==> config.mk <==
export PLATFORM = sky130hd
export DESIGN_NAME = mem_access_unit
export DESIGN_NICKNAME = d
export VERILOG_FILES = /design/src/rtl/mem_access_unit.sv
export SDC_FILE = /design/constraint.sdc
export NUM_CORES = 1
export LEC_CHECK = 0
export ABC_AREA = 1
export CORE_ASPECT_RATIO = 0.9
export CORE_MARGIN = 8
export CORE_UTILIZATION = 30
export CTS_CLUSTER_SIZE = 12
export DETAILED_ROUTE_END_ITERATION = 10
export REMOVE_ABC_BUFFERS = 1
export SLEW_MARGIN = 20
export SYNTH_ARGS = -nofsm -noshare
export SYNTH_HDL_FRONTEND = slang
export SYNTH_SLANG_ARGS = --single-unit
==> constraint.sdc <==
create_clock -name clk -period 3.5 [get_ports clk]
set_clock_uncertainty 0.1 [all_clocks]
set_input_delay 0.35 -clock clk [delete_from_list [all_inputs] [get_ports clk]]
set_output_delay 0.35 -clock clk [all_outputs]
set_load 0.01 [all_outputs]
Fig. 1: congestion heat map
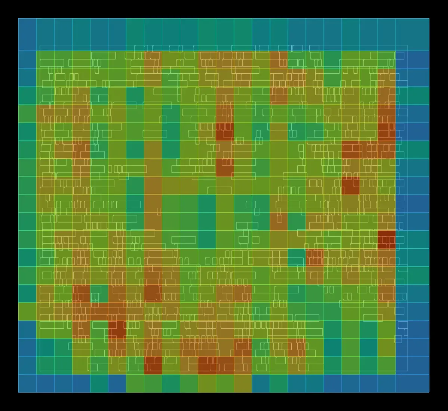
Most Crowded Layer GR: met2
met1 GRT Util: 19.5%
WL/cell: 14.5 um
met2 Usage GRT: 22.8%

Fig. 2: where the registers sit
(2 px per um) Other sequential cells in the stronger grey, the rest of the logic in the fainter grey.
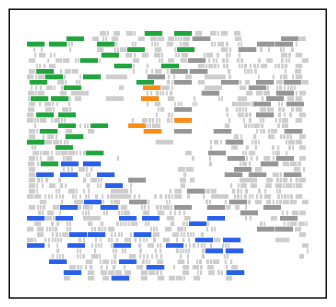
mem_addr: shown in green, sequential cells 30. mem_wdata: shown in blue, sequential cells 32. r_cnt: shown in orange, sequential cells 5, where middle.
Another 44 sequential cells are not coloured.
Util after Layout: 45.5%
total area of sequential cells: 0.00278 sq mm
reported sequential group power: 1.49 mW
share of the final layout cell area in sequential cells: 34.6%

Fig. 3: metal 3
(2 px per um)
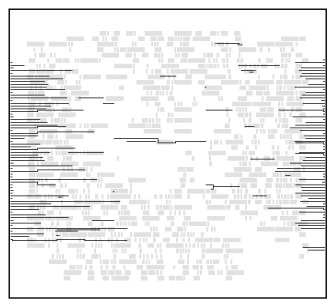
146 nets have wire on it. The wires run mostly horizontal.
global routing met3 resource utilization: 7.11%
number of vias after detailed routing: 5,054
total detailed-routing wirelength: 16.9 mm

==> summary.txt <==
From the run reports.

- The clock transition at the registers of the reported paths reads 0.07 ns.
- The proportion of synthesized area in mux cells reads 0%.
- Walking the worst path, the cells encountered are clkdlybuf4s50_1 > inv_2 > nand2_2 > nor2_4 > nor2_4 > nand2_4 > nand2_1 > clkdlybuf4s50_1.
- The run finished with clean final reports.
- The synthesized area per cell reads 7.51 sq um.
- The number of hold buffers added after CTS is 1.
- The worst min-delay path category reads register to register.
- The post-CTS setup buffer count reads 0.
- The via count of the first global-routing pass is 4,904.
- The floorplan step records an initial core utilization of 30.7%.
- The combinational share of power is 22.6%.
- The worst-case reg-to-reg path depth is 8.
- The critical path data required time is 3.05 ns.
- The proportion of layout cells with a drive suffix above 1 reads 3.59%.
- The cell-mix breakdown from Yosys lists the XOR/XNOR area share as 0.323%.
- The residual overflow from global routing reads 0.
- The slew at the pin closest to its max-slew limit is 0.749 ns.
- The element type at the critical path end reads an output port.
- For this run, the total global-route usage over all layers was measured as 15.2%.
- The clock root buffer is sky130_fd_sc_hd__clkbuf_16.
- The synthesized netlist devotes 30.9% of its cell area to simple gates.
- In this run, power in combinational logic comes to 0.794 mW.
- The number of levels in the clock H-tree is 3.
- The total core area is 0.0177 sq mm.
- Yosys mapped the design onto 27 distinct sky130hd cell types.
- The family with the most delay on the worst path reads buffers and inverters.
- The switching power summed over all nets is 0.928 mW.
- The adder and majority cell fraction of the synthesized area reads 0.461%.
- The clock period minus final worst setup slack reads 2.71 ns.
- The power density of the placed cells reads 437 mW/mm^2.
- The I/O pin count is 216.
- The OpenROAD report gives the critical path a data arrival time of 2.26 ns.
- The clock latency at the later pin of the worst-skew pair is 0.34 ns.
- The number of cells on the worst hold path reads 2.
- The detailed-route DRC error count is 0.
- The worst slack at placement is 0.731 ns.
- The number of buffers and inverters on the critical path reads 3.
- The length of the first detailed-routing pass in iterations reads 4.
- The total of warnings raised by yosys reads 0.
- The maximum root-to-sink buffer count is 2.
[synth_stat cells (2+ instances only)]
cell	n	area [sq um]
sky130_fd_sc_hd__o21ai_0	24	120
sky130_fd_sc_hd__nor2_1	52	195
sky130_fd_sc_hd__buf_1	3	11.3
sky130_fd_sc_hd__nand3_1	62	310
sky130_fd_sc_hd__nand2_1	291	1090
sky130_fd_sc_hd__buf_6	8	90.1
sky130_fd_sc_hd__nor2_4	4	45.0
sky130_fd_sc_hd__buf_2	14	70.1
sky130_fd_sc_hd__clkbuf_1	11	41.3
sky130_fd_sc_hd__buf_4	3	22.5
sky130_fd_sc_hd__o31ai_1	10	75.1
sky130_fd_sc_hd__ha_1	2	25.0
sky130_fd_sc_hd__dfrtp_1	111	2780
sky130_fd_sc_hd__inv_1	87	327
sky130_fd_sc_hd__inv_2	2	7.51
sky130_fd_sc_hd__o21ai_1	16	80.1
sky130_fd_sc_hd__a21oi_1	12	60.1
[cell usage in the layout, fill, tap and decap left out]
| master | instances |
|---|---|
| sky130_fd_sc_hd__dfrtp_1 | 111 |
| sky130_fd_sc_hd__nand2_2 | 1 |
| sky130_fd_sc_hd__o21ai_1 | 16 |
| sky130_fd_sc_hd__nand4_1 | 1 |
| sky130_fd_sc_hd__clkbuf_8 | 2 |
| sky130_fd_sc_hd__dlygate4sd3_1 | 1 |
| sky130_fd_sc_hd__clkinv_1 | 1 |
| sky130_fd_sc_hd__and3_1 | 1 |
| sky130_fd_sc_hd__ha_1 | 2 |
| sky130_fd_sc_hd__a21oi_1 | 12 |
| sky130_fd_sc_hd__bufinv_16 | 3 |
| sky130_fd_sc_hd__nor2_4 | 4 |
| sky130_fd_sc_hd__nand2_1 | 291 |
| sky130_fd_sc_hd__nand3_1 | 62 |
| sky130_fd_sc_hd__xor2_1 | 1 |
| sky130_fd_sc_hd__nor3_1 | 1 |
| sky130_fd_sc_hd__nand2_4 | 1 |
| sky130_fd_sc_hd__o21ai_0 | 24 |
| sky130_fd_sc_hd__inv_2 | 2 |
| sky130_fd_sc_hd__clkbuf_16 | 9 |
| sky130_fd_sc_hd__inv_1 | 87 |
| sky130_fd_sc_hd__clkinv_4 | 1 |
| sky130_fd_sc_hd__o31ai_1 | 10 |
| sky130_fd_sc_hd__conb_1 | 2 |
| sky130_fd_sc_hd__clkdlybuf4s50_1 | 211 |
| sky130_fd_sc_hd__buf_4 | 8 |
| sky130_fd_sc_hd__nor2_1 | 52 |
| sky130_fd_sc_hd__xnor2_1 | 1 |
| sky130_fd_sc_hd__buf_12 | 1 |
| sky130_fd_sc_hd__clkinv_2 | 1 |
[worst register-to-register path, delay by kind of cell (launching register included)]
family	cells	cell delay, ns
AND/OR/NAND/NOR	6	0.74
buffers and inverters	2	0.67
flip-flops	1	0.36
[final cells by class]
cell class	count	area, sq um
tap	240	300
timing repair buffer	221	2200
fill	1806	9630
sequential	111	2780
clock inverter	5	104
clock buffer	11	253
inverter	90	338
multi-input combinational	482	2060
[per-layer routing]
layer,vias to the layer above,wire [um],global-route usage [%]
met5,-,0,0
met4,0,157,3.60
met3,10,1990,7.11
met2,176,7250,22.8
met1,2283,7480,19.5
li1,2585,-,-
Power and IR drop assume default switching activity.
